`src/rtl/sdram_types_pkg.sv`:
```
// Shared SDRAM types: command words, command enum, scheduler state and request records.
// The scheduler uses these with or without SDRAM_OPEN_PAGE_EN.
package sdram_types_pkg;

    localparam int BA_W  = 2;
    localparam int ROW_W = 13;
    localparam int COL_W = 9;
    localparam int DQ_W  = 16;

    localparam logic [3:0] DEBT_MAX = 4'd8;

    typedef enum logic [2:0] {
        CMD_NOP,
        CMD_ACT,
        CMD_PRE,
        CMD_READ,
        CMD_WRITE,
        CMD_PALL,
        CMD_REF,
        CMD_MRS
    } cmd_t;

    typedef struct packed {
        logic [COL_W-1:0] column;
        logic [DQ_W-1:0]  data;
    } cmd_data_t;

    typedef struct packed {
        cmd_t            cmd;
        logic [BA_W-1:0] ba;
        cmd_data_t       d;
    } data_t;

    typedef enum logic [3:0] {
        S_WAIT,
        S_IPALL,
        S_IREF,
        S_IMRS,
        S_IDLE,
        S_RPALL,
        S_RREF,
        S_PRE,
        S_ACT,
        S_RD,
        S_WR
    } sched_state_t;

    typedef struct packed {
        logic             write;
        logic [1:0]       id;
        logic [BA_W-1:0]  ba;
        logic [ROW_W-1:0] row;
        logic [COL_W-1:0] col;
    } sched_req_t;

    function automatic data_t mk_cmd(cmd_t c, logic [BA_W-1:0] ba,
                                     logic [COL_W-1:0] col, logic [DQ_W-1:0] dat);
        data_t w;
        w.cmd      = c;
        w.ba       = ba;
        w.d.column = col;
        w.d.data   = dat;
        return w;
    endfunction

endpackage

```
`src/rtl/sdram_bank_track.sv`:
```
// Per-bank open-row table for the open-page policy (used only with SDRAM_OPEN_PAGE_EN).
module sdram_bank_track
    import sdram_types_pkg::*;
(
    input  logic             clk,
    input  logic             rst_n,
    input  logic             i_clr_all,
    input  logic             i_set,
    input  logic [BA_W-1:0]  i_set_ba,
    input  logic [ROW_W-1:0] i_set_row,
    input  logic             i_clr,
    input  logic [BA_W-1:0]  i_clr_ba,
    input  logic [BA_W-1:0]  i_q_ba,
    input  logic [ROW_W-1:0] i_q_row,
    output logic             o_open,
    output logic             o_hit
);

    logic [3:0]       r_open;
    logic [ROW_W-1:0] r_row [4];

    always_ff @(posedge clk or negedge rst_n) begin
        if (!rst_n) begin
            r_open <= '0;
        end else if (i_clr_all) begin
            r_open <= '0;
        end else begin
            if (i_clr) r_open[i_clr_ba] <= 1'b0;
            if (i_set) r_open[i_set_ba] <= 1'b1;
        end
    end

    // Row contents are only meaningful while the open bit is set, so they need no reset.
    always_ff @(posedge clk) begin
        if (i_set) r_row[i_set_ba] <= i_set_row;
    end

    assign o_open = r_open[i_q_ba];
    assign o_hit  = o_open && (r_row[i_q_ba] == i_q_row);

endmodule

```
`src/rtl/sdram_sched.sv`:
```
// SDRAM command scheduler: power-up sequence, refresh debt and burst access ordering.
// SDRAM_OPEN_PAGE_EN selects open-page with row tracking; otherwise closed-page.
module sdram_sched
    import sdram_types_pkg::*;
#(
    parameter int BURST    = 8,
    parameter int INIT_REF = 2
) (
    input  logic             clkSDRAM,
    input  logic             n_reset,
    input  logic             icnt_ovf,
    input  logic             req_valid,
    output logic             req_ready,
    input  logic             req_write,
    input  logic [1:0]       req_id,
    input  logic [BA_W-1:0]  req_ba,
    input  logic [ROW_W-1:0] req_row,
    input  logic [COL_W-1:0] req_col,
    input  logic             wr_valid,
    output logic             wr_ready,
    input  logic [DQ_W-1:0]  wr_data,
    input  logic             full,
    output logic             fifo_wrreq,
    output data_t            fifo_in,
    output logic             init_done
);

    localparam int BW = $clog2(BURST);
    localparam int IW = (INIT_REF > 1) ? $clog2(INIT_REF) : 1;

    sched_state_t  r_state;
    sched_state_t  w_next;
    logic          r_init_done;
    logic [3:0]    r_debt;
    logic [BW-1:0] r_cnt;
    logic [IW-1:0] r_iref;
    sched_req_t    r_req;
    logic          w_accept;
    logic          w_inc;
    logic          w_dec;
    logic          w_last_wr;
    sched_state_t  w_first;
    sched_state_t  w_after;
    sched_state_t  w_pre_next;

    assign req_ready = (r_state == S_IDLE) && r_init_done && (r_debt == 4'd0);
    assign w_accept  = req_valid && req_ready;
    assign init_done = r_init_done;
    assign w_inc     = icnt_ovf && r_init_done;
    assign w_dec     = (r_state == S_RREF) && fifo_wrreq;
    assign w_last_wr = (r_cnt == BW'(BURST - 1));

`ifdef SDRAM_OPEN_PAGE_EN
    logic w_open;
    logic w_hit;

    sdram_bank_track u_bank (
        .clk       (clkSDRAM),
        .rst_n     (n_reset),
        .i_clr_all (((r_state == S_RPALL) || (r_state == S_IPALL)) && fifo_wrreq),
        .i_set     ((r_state == S_ACT) && fifo_wrreq),
        .i_set_ba  (r_req.ba),
        .i_set_row (r_req.row),
        .i_clr     ((r_state == S_PRE) && fifo_wrreq),
        .i_clr_ba  (r_req.ba),
        .i_q_ba    (req_ba),
        .i_q_row   (req_row),
        .o_open    (w_open),
        .o_hit     (w_hit)
    );

    assign w_first    = w_hit ? (req_write ? S_WR : S_RD) : (w_open ? S_PRE : S_ACT);
    assign w_after    = S_IDLE;
    assign w_pre_next = S_ACT;
`else
    // Closed page: every access opens its row and precharges it afterwards.
    assign w_first    = S_ACT;
    assign w_after    = S_PRE;
    assign w_pre_next = S_IDLE;
`endif

    always_ff @(posedge clkSDRAM or negedge n_reset) begin
        if (!n_reset) begin
            r_state     <= S_WAIT;
            r_init_done <= 1'b0;
            r_debt      <= 4'd0;
            r_cnt       <= '0;
            r_iref      <= '0;
        end else begin
            r_state <= w_next;
            if ((r_state == S_IMRS) && fifo_wrreq) r_init_done <= 1'b1;
            if (w_inc && !w_dec && (r_debt != DEBT_MAX)) r_debt <= r_debt + 4'd1;
            else if (w_dec && !w_inc) r_debt <= r_debt - 4'd1;
            if ((r_state == S_WR) && fifo_wrreq) r_cnt <= r_cnt + 1'b1;
            if ((r_state == S_IREF) && fifo_wrreq)
                r_iref <= (r_iref == IW'(INIT_REF - 1)) ? '0 : r_iref + 1'b1;
        end
    end

    always_ff @(posedge clkSDRAM) begin
        if (w_accept)
            r_req <= '{write: req_write, id: req_id, ba: req_ba, row: req_row,
                       col: req_col & ~COL_W'(BURST - 1)};
    end

    // Command states hold their word on the bus until the FIFO takes it.
    always_comb begin
        w_next     = r_state;
        fifo_wrreq = 1'b0;
        wr_ready   = 1'b0;
        fifo_in    = mk_cmd(CMD_NOP, '0, '0, '0);
        case (r_state)
            S_WAIT: begin
                if (icnt_ovf) w_next = S_IPALL;
            end
            S_IPALL: begin
                fifo_in    = mk_cmd(CMD_PALL, '0, '0, '0);
                fifo_wrreq = !full;
                if (!full) w_next = S_IREF;
            end
            S_IREF: begin
                fifo_in    = mk_cmd(CMD_REF, '0, '0, '0);
                fifo_wrreq = !full;
                if (!full && (r_iref == IW'(INIT_REF - 1))) w_next = S_IMRS;
            end
            S_IMRS: begin
                fifo_in    = mk_cmd(CMD_MRS, '0, '0, '0);
                fifo_wrreq = !full;
                if (!full) w_next = S_IDLE;
            end
            S_IDLE: begin
                if (r_debt != 4'd0) w_next = S_RPALL;
                else if (w_accept) w_next = w_first;
            end
            S_RPALL: begin
                fifo_in    = mk_cmd(CMD_PALL, '0, '0, '0);
                fifo_wrreq = !full;
                if (!full) w_next = S_RREF;
            end
            S_RREF: begin
                fifo_in    = mk_cmd(CMD_REF, '0, '0, '0);
                fifo_wrreq = !full;
                if (!full) w_next = S_IDLE;
            end
            S_PRE: begin
                fifo_in    = mk_cmd(CMD_PRE, r_req.ba, '0, '0);
                fifo_wrreq = !full;
                if (!full) w_next = w_pre_next;
            end
            S_ACT: begin
                fifo_in    = mk_cmd(CMD_ACT, r_req.ba, '0, DQ_W'(r_req.row));
                fifo_wrreq = !full;
                if (!full) w_next = r_req.write ? S_WR : S_RD;
            end
            S_RD: begin
                fifo_in    = mk_cmd(CMD_READ, r_req.ba, r_req.col, DQ_W'(r_req.id));
                fifo_wrreq = !full;
                if (!full) w_next = w_after;
            end
            S_WR: begin
                fifo_in    = mk_cmd(CMD_WRITE, r_req.ba, r_req.col | COL_W'(r_cnt), wr_data);
                fifo_wrreq = !full && wr_valid;
                wr_ready   = fifo_wrreq;
                if (fifo_wrreq && w_last_wr) w_next = w_after;
            end
            default: begin
                w_next = S_WAIT;
            end
        endcase
    end

endmodule

```
`config.mk`:
```
export PLATFORM = sky130hd
export DESIGN_NAME = sdram_sched
export DESIGN_NICKNAME = d
export VERILOG_FILES = /design/src/rtl/sdram_types_pkg.sv /design/src/rtl/sdram_bank_track.sv /design/src/rtl/sdram_sched.sv
export SDC_FILE = /design/constraint.sdc
export NUM_CORES = 1
export LEC_CHECK = 0
export CAP_MARGIN = 15
export CORE_MARGIN = 1
export CORE_UTILIZATION = 35
export CTS_BUF_LIST = sky130_fd_sc_hd__clkbuf_8
export CTS_CLUSTER_DIAMETER = 60
export DETAILED_ROUTE_END_ITERATION = 16
export GPL_TIMING_DRIVEN = 0
export PLACE_DENSITY = 0.67
export SLEW_MARGIN = 20
export SYNTH_ARGS = -nofsm -noshare
export SYNTH_HDL_FRONTEND = slang
export SYNTH_SLANG_ARGS = --single-unit
```
`constraint.sdc`:
```
create_clock -name clkSDRAM -period 4.08 [get_ports clkSDRAM]
set_input_delay 0.816 -clock clkSDRAM [delete_from_list [all_inputs] [get_ports clkSDRAM]]
set_output_delay 0.816 -clock clkSDRAM [all_outputs]
set_load 0.005 [all_outputs]
```
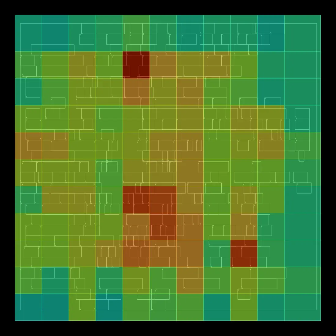
run_1/congestion_map.png
GR Util met3: 0.06047
gr busiest metal: met2
gr usage total: 0.1618
grt met2 use: 0.2456
GR Util met1: 0.2129

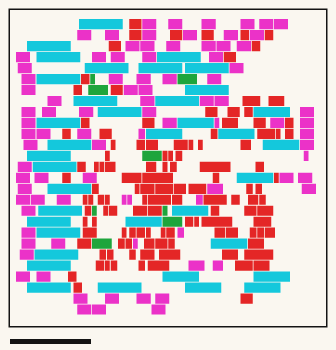
run_1/class_map.png
Scale bar: 20 um.
- green: clock drivers and dummy loads (cells 8; share of their area 2.8%)
- cyan: sequential cells (cells 37; share of their area 36%)
- red: remaining logic cells (cells 122; share of their area 32%)
- magenta: remaining buffers and delay cells (cells 89; share of their area 29%)
Cell Rows: 27
sequential cell area share: 0.3498

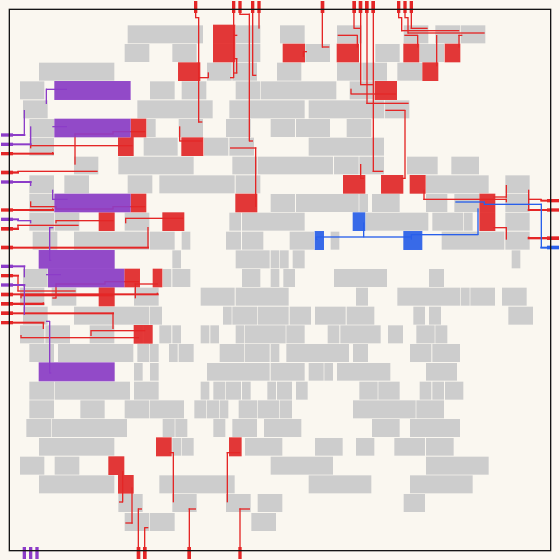
run_1/port_trees.png
- purple: req_col (bits 9; direction input; edge 6 west, 3 south; end cells 6; buffers 6; wire 51.3 um)
- red: fifo_in (bits 30; direction output; edge 13 north, 10 west, 4 south, 3 east; end cells 30; buffers 30; wire 538 um)
- blue: wr_valid (bits 1; direction input; edge east; end cells 3; buffers 1; wire 50.2 um)
Ports: 83
Port Buffers: 78

==> GITHUB_STEP_SUMMARY, run 1 <==
### Flow metrics

| Metric | Value |
|---|---|
| Status | completed |
| Worst setup path class | flip-flop to primary output |
| Endpoints failing setup | 0 |
| Met1 Wirelength | 2075 um |
| Top sig layer | met4 |
| Yosys cell types | ~47 |
| Layout cells sized above 1 | 0.1094 |
| Met2 wire len | 2161 um |
| CP bufs+invs | 3 |
| N_diodes | 0 |
| Critical R2R Launch | r_debt[1]$_DFFE_PN0P_ |
| Worst EP arrival | 2370 ps |
| Final #Nets | 309 |
| Unrepaired setup endpoints after global routing | false |
| Drt total wl | 4583 um |
| Asr flop ratio synth | 0.3514 |
| PostCTS Resize Cnt | 0 |
| Crit path max-delay cell type | clkdlybuf4s50_1 |
| Relative slew slack | 0.5722 |
| Layout Skew | 4.660 ps |
| Register share after synthesis | 0.5132 |
| Root Buffer | clkbuf_8 |
| CTS H-tree depth | 2 |
| Tcrit/Tclk final | 0.7810 |
| Power Density | 554.5 mW/mm2 |
| Main logic family | simple AND/OR/NAND/NOR gates |
| Avg Synthesized Cell Area | 11.99 um2 |
| Most frequent cells in the layout | 78 x clkdlybuf4s50_1, 24 x edfxtp_1, 13 x and2_1, 13 x dfrtp_1 |
| # Cells Yosys | 170 |
| Worst path max stage delay | 510 ps |
| P_sw | 601.8 uW |
| Chip area | between 0.006 and 0.007 mm2 |
| TritonCTS Buffers | 5 |
| Worst slew pin tran | approximately 640 ps |
| Hold Path Origin | r_iref$_DFFE_PN0P_ |
| Init Core Util | 0.3657 |
| Per-cell routed wire length | 13.97 um |
| Vias in the first global route | 1575 |
| Setup TNS | 0 ps |
| Routed vias | roughly 1600 |
| Number of clock sinks | 37 |
| CP max FO | 10 |
| Sw Share | 0.3630 |
| DP Area | 0.002909 mm2 |
| DRC viols | 0 |
| Max-Cap Viols | 0 |
| Area growth from synthesis to layout | 46.72% |
| XOR/XNOR Area Share | 0.02149 |
| Clk buf depth | 2 |
| AO/OA Area Share | 0.1608 |
| Drt initial violations | 40 |
| Top cell excl fill/tap | clkdlybuf4s50_1 |
| Ys Warns | 0 |
| ANT nets after route | 0 |
| Min cycle time layout | 3187 ps |
| Initial antenna violation count | 0 |
| HPWL after detailed placement | about 3400 um |
| And+or+nand+nor area frac | 0.1780 |
| Synth mux share | 0.05157 |
| Max-slew violations | 0 |
| Int Pwr | 1.056 mW |
| Worst Setup End Kind | primary output |
| Largest net degree at the start of global routing | 25 |
| Global route overflow | 0 |
| Syn_nets | 224 |
| GPL Wtd Cong | 0.7968 |
| Post-synthesis register bit count | 37 |
| Die Y-Extent | 78.31 um |
| Setup ws final | slightly below 900 ps |
| Die W | 78.31 um |
| Crit path launch | r_state[1]$_DFFE_PN0P_ |
| Ys flop type | edfxtp_1 |
| Pre-CTS setup slack | 999.9 ps |
| Hold Violations, Final | 0 |
| Postcts setup bufs | 0 |
| Clock transition at path regs | about 70 ps |
| Critical path cell sequence | buf_2 -> nor2b_1 -> inv_1 -> a21oi_1 -> and2_1 -> clkdlybuf4s50_1 |
| Core ar. | about 0.0056 mm2 |
| Final std cell area, no fill | roughly 0.003 mm2 |
| Util after Layout | 0.5365 |
| Adder share | 0.03438 |
| Clock share of power | 0.143 |
| Syn Std Cell Area | 0.002038 mm2 |
| HP Class | flip-flop to flip-flop |
| CTS tree | done |
| Cell count after synthesis | around 170 |
| CTS Hold Bufs | 0 |
| IR drop worst, VDD | 0.2289 mV |
| FMAX | 313.8 MHz |
| Met3 wire length | 272 um |
| First-pass iteration count of the detailed router | 4 |
| Yosys chip area | 0.002038 mm2 |
| DR vias/cell | 4.857 |
| Clock latency on the worst-skew pair | slightly below 300 ps |
| Logic pwr share | 0.538 |
| EDFF count, synth | 24 |
| Leakage power | 1.173 nW |
| Sequential Power Share | 0.319 |
| Stage-log warning count | 29 |
| Top delay family on crit path | buffers and inverters |
| Type of origin of the critical path | flip-flop |
| Global-route wire length before repair | 7610 um |
| WP data required | 3260 ps |
[run 1: layout make-up]
class | count | area [um2]
Timing Repair Buffer | 78 | 780.7
Fill cell | 514 | 2584
Inverter | 5 | 18.77
Sequential cell | 37 | 1046
Clock inverter | 3 | 11.26
Multi-Input combinational cell | 117 | 910.9
Buffer | 11 | 63.81
Tap cell | 72 | 90.09
Clock buffer | 5 | 68.82
[run 1: Yosys cell counts (5+ instances only)]
cell type,count,share of area
and2_1,13,0.040
dfrtp_1,13,0.16
a21oi_1,11,0.027
nor3_1,5,0.012
clkbuf_1,5,0.0092
edfxtp_1,24,0.35
nor2_1,11,0.020
inv_1,5,0.0092
nand2_1,8,0.015
a22o_1,11,0.047
[run 1: state kept, by name, summed over array words and instances (netlist names)]
signal	count
r_debt	4
r_cnt	3
init_done	1
r_req	24
r_state	4
r_iref	1
[run 1: final timing paths]
path                                                to  slack (ps)  cells after the start
worst min-delay path                r_iref$_DFFE_PN0P_         490                      1
worst max-delay path                       fifo_in[19]         890                      6
min in group asynchronous       r_state[0]$_DFFE_PN0P_         920                      1
max in group asynchronous         r_cnt[0]$_DFFE_PN0P_        2750                      1
worst max register to register     r_req[26]$_DFFE_PP_        1860                      3
worst min register to register      r_iref$_DFFE_PN0P_         490                      1
[run 1: power groups by stage]
stage	clock [mW]	sequential [mW]	combinational, mW
after global placement	0	0.534	0.883
after CTS	0.246	0.528	0.902
after detailed placement	0	0.535	0.895
final	0.238	0.529	0.892
after floorplan	0	0.520	0.598
after global routing	0.267	0.539	0.981
[run 1: stage by stage]
step / hold WS (ps) / total power, mW / cells
after floorplan: 442.8 / 1.118 / 170
after global placement: 469.8 / 1.418 / 320
after detailed placement: 473.5 / 1.430 / 320
after CTS: 489.3 / 1.676 / 328
after global routing: 519.6 / 1.788 / 328
final: 486.2 / 1.658 / 328
==> run 2: changes to the inputs <==
==> constraint.sdc (replaced) <==
create_clock -name clkSDRAM -period 3 [get_ports clkSDRAM]
set_input_delay 0.6 -clock clkSDRAM [delete_from_list [all_inputs] [get_ports clkSDRAM]]
set_output_delay 0.6 -clock clkSDRAM [all_outputs]
set_load 0.005 [all_outputs]
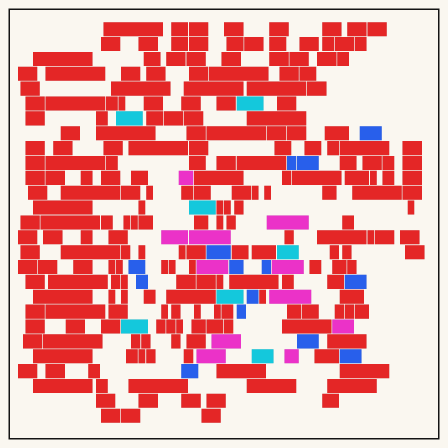
run_2/sizing.png
- magenta: x3 and x4 (cells 11)
- cyan: x6 and larger (cells 7)
- red: x1 and smaller (cells 224)
- blue: x2 (cells 14)
area growth from synthesis to layout: 47.33%
Plain + repair buffers: 89

==> run 2 against run 1 <==
  * Worst setup slack got worse by 720 ps
  * Combinational power is 38% higher
  * Total power up 37%
  * Global-route usage is the same
  * First-iteration DRC count rose by 40%
  * Design area increased by 0.42%
  * Cell count did not move
  * Sequential share of layout area is 0.15 points lower
  * Clock-buffer cell count stayed put
  * Clock power is 36% higher
  * Largest power group unchanged
  * Highest routed layer unchanged
==> GITHUB_STEP_SUMMARY, run 2 <==
### Flow metrics

| Metric | Value |
|---|---|
| HPWL after detailed placement | 3435 um (unchanged) |
| Stage-log warning count | 29 (unchanged) |
| Yosys cell types | 47 (unchanged) |
| Max-slew violations | 0 (unchanged) |
| Vias in the first global route | 1575 (unchanged) |
| Hold_ws | 484.4 ps (-1.874 ps) |
| First-pass iteration count of the detailed router | 4 (unchanged) |
| Leakage power | 1.176 nW (+0.30%) |
| Post-synth area hogs | edfxtp_1 35%, dfrtp_1 16%, a22o_1 4.7%, and2_1 4.0%, a21oi_1 2.7% |
| IR drop worst, VDD | 0.3100 mV (+35%) |
| Met1 Wirelength | 2054 um (-1.0%) |
| Gr busiest metal | met2 |
| Tcrit/Tclk final | 0.9422 |
| Unrepaired setup endpoints after global routing | false |
| Sequential Power Share | 0.317 (-0.002) |
| HP Class | flip-flop to flip-flop |
| Worst EP arrival | 2230 ps (-140 ps) |
| Grt met2 use | 0.2456 (unchanged) |
| Per-cell routed wire length | 14.18 um (+1.5%) |
| EDFF count, synth | 24 (unchanged) |
| PnR Total Power | 2.272 mW (+37%) |
| Max reg flops | 24 (unchanged) |
| # Cells Yosys | 170 (unchanged) |
| Syn_nets | 224 (unchanged) |
| Worst setup path class | flip-flop to primary output |
| Hold Path Origin | r_iref$_DFFE_PN0P_ |
| Clock transition at path regs | 70 ps (about the same) |
| Setup TNS | 0 ps (unchanged) |
| Postcts setup bufs | 0 (unchanged) |
| Die W | 78.31 um (unchanged) |
| Endpoints failing setup | 0 (unchanged) |
| Init Core Util | 0.3657 (unchanged) |
| Clk buf depth | 2 (unchanged) |
| N_diodes | 0 (unchanged) |
| Crit path launch | r_state[0]$_DFFE_PN0P_ |
| Top Consumer | combinational cells |
| Clk power | 324 uW (+36%) |
| Top sig layer | met4 |
| GPL Wtd Cong | 0.7968 (unchanged) |
| Asr flop ratio synth | 0.3514 (unchanged) |
| Die Y-Extent | 78.31 um (unchanged) |
| Ports | 83 (unchanged) |
| Power Density | 756.5 mW/mm2 (+36%) |
| Worst slew pin tran | 650.5 ps (+10.77 ps) |
| Routed vias | 1609 (+1.0%) |
| Status | completed |
| Avg Synthesized Cell Area | 11.99 um2 (unchanged) |
| Type of origin of the critical path | flip-flop |
| Cell Rows | 27 (unchanged) |
| CP max FO | 10 (unchanged) |
| Relative slew slack | 0.5650 (-0.007204) |
| Global-route wire length before repair | 7610 um (unchanged) |
| Min cycle time layout | 2827 ps |
| Met3 wire length | 292 um (+7.4%) |
| DRC viols | 0 (unchanged) |
| Initial antenna violation count | 0 (unchanged) |
| CTS tree | done |
| Combinational Power | 1.23 mW (+38%) |
| FMAX | 353.8 MHz |
| Root Buffer | clkbuf_8 |
| Core ar. | 0.005574 mm2 (unchanged) |
| Area leader share | 0.3536 (unchanged) |
| P_sw | 829.2 uW (+38%) |
| Top cell excl fill/tap | clkdlybuf4s50_1 |
| Max-Cap Viols | 0 (unchanged) |
| Gr usage total | 0.1618 (unchanged) |
| CTS H-tree depth | 2 (unchanged) |
| ANT nets after route | 0 (unchanged) |
| Chip area | 0.006132 mm2 (unchanged) |
| DR vias/cell | 4.905 (+1.0%) |
| Syn Std Cell Area | 0.002038 mm2 (unchanged) |
| Met2 wire len | 2240 um (+3.7%) |
| Layout Skew | 4.275 ps (-0.3843 ps) |
| Most common cell in the netlist | edfxtp_1 |
| Most frequent cells in the layout | 78 x clkdlybuf4s50_1, 24 x edfxtp_1, 13 x and2_1, 13 x dfrtp_1, 11 x a22o_1 |
| Power Sequential | 719 uW (+36%) |
| Filler cells | 513 (-0.19%) |
| Clock latency on the worst-skew pair | 290 ps (about the same) |
| TritonCTS Buffers | 5 (unchanged) |
| Drt initial violations | 56 (+40%) |
| Final #Nets | 309 (unchanged) |
| GR Util met3 | 0.06047 (unchanged) |
| Global route overflow | 0 (unchanged) |
| Ys Warns | 0 (unchanged) |
| Hold Violations, Final | 0 (unchanged) |
| Largest area contributor in the netlist | edfxtp_1 |
| Int Pwr | 1.443 mW (+37%) |
| Port Buffers | 78 (unchanged) |
run 2: cell counts after synthesis:
Identical to the previous run, type by type.
run 2: kinds of logic after synthesis:
logic type | Yosys count | synth area share
xor+xnor | 5 | 0.02149
buf+inv | 16 | 0.04052
mux | 9 | 0.05156
fa+ha+maj | 5 | 0.03438
flops | 37 | 0.5132
simple gates | 59 | 0.1780
compound gates | 39 | 0.1608
run 2: worst paths after layout:
path,to,slack (ps),cells after the start
max in group asynchronous,r_cnt[0]$_DFFE_PN0P_,1870,1
min,r_iref$_DFFE_PN0P_,480,1
max,fifo_in[2],170,6
min reg2reg,r_iref$_DFFE_PN0P_,480,1
min in group asynchronous,r_state[0]$_DFFE_PN0P_,710,1
max reg2reg,r_debt[3]$_DFFE_PN0P_,760,10
run 2: repair_timing:
item,4_1_cts,5_1_grt
endpoints found under the hold margin,0,0
hold buffers,0,0
resized,1,5
setup endpoints to repair,5,16
run 2: area by class of cell:
type | instances | area [um2] | share of cell area
clock inverter | 3 | 11.26 | 0.003750
inverter | 5 | 18.77 | 0.006250
buffer | 11 | 67.56 | 0.02250
multi-input combinational | 117 | 919.6 | 0.3062
clock buffer | 5 | 68.82 | 0.02292
timing repair buffer | 78 | 780.7 | 0.2600
sequential | 37 | 1046 | 0.3483
tap | 72 | 90.09 | 0.03000
run 2: critical path, stage by stage (launching register included):
cell and delay [ps]:
dfrtp_1 380, buf_6 130, or2_2 370, nor2_2 170
clkbuf_4 230, a22o_1 150, clkdlybuf4s50_1 510
run 2: stage by stage:
step	instances	cell area (um2)	utilization	setup WS, ps
floorplan	170	2038	-	725.5
global placement	320	2909	0.5219	335.6
detailed placement	320	2909	0.5219	300.7
CTS	328	2993	0.5369	32.19
global route	328	3003	0.5387	65.99
finish	328	3003	0.5387	173.4
No activity file was given, so power comes from the tool's default toggle rates.
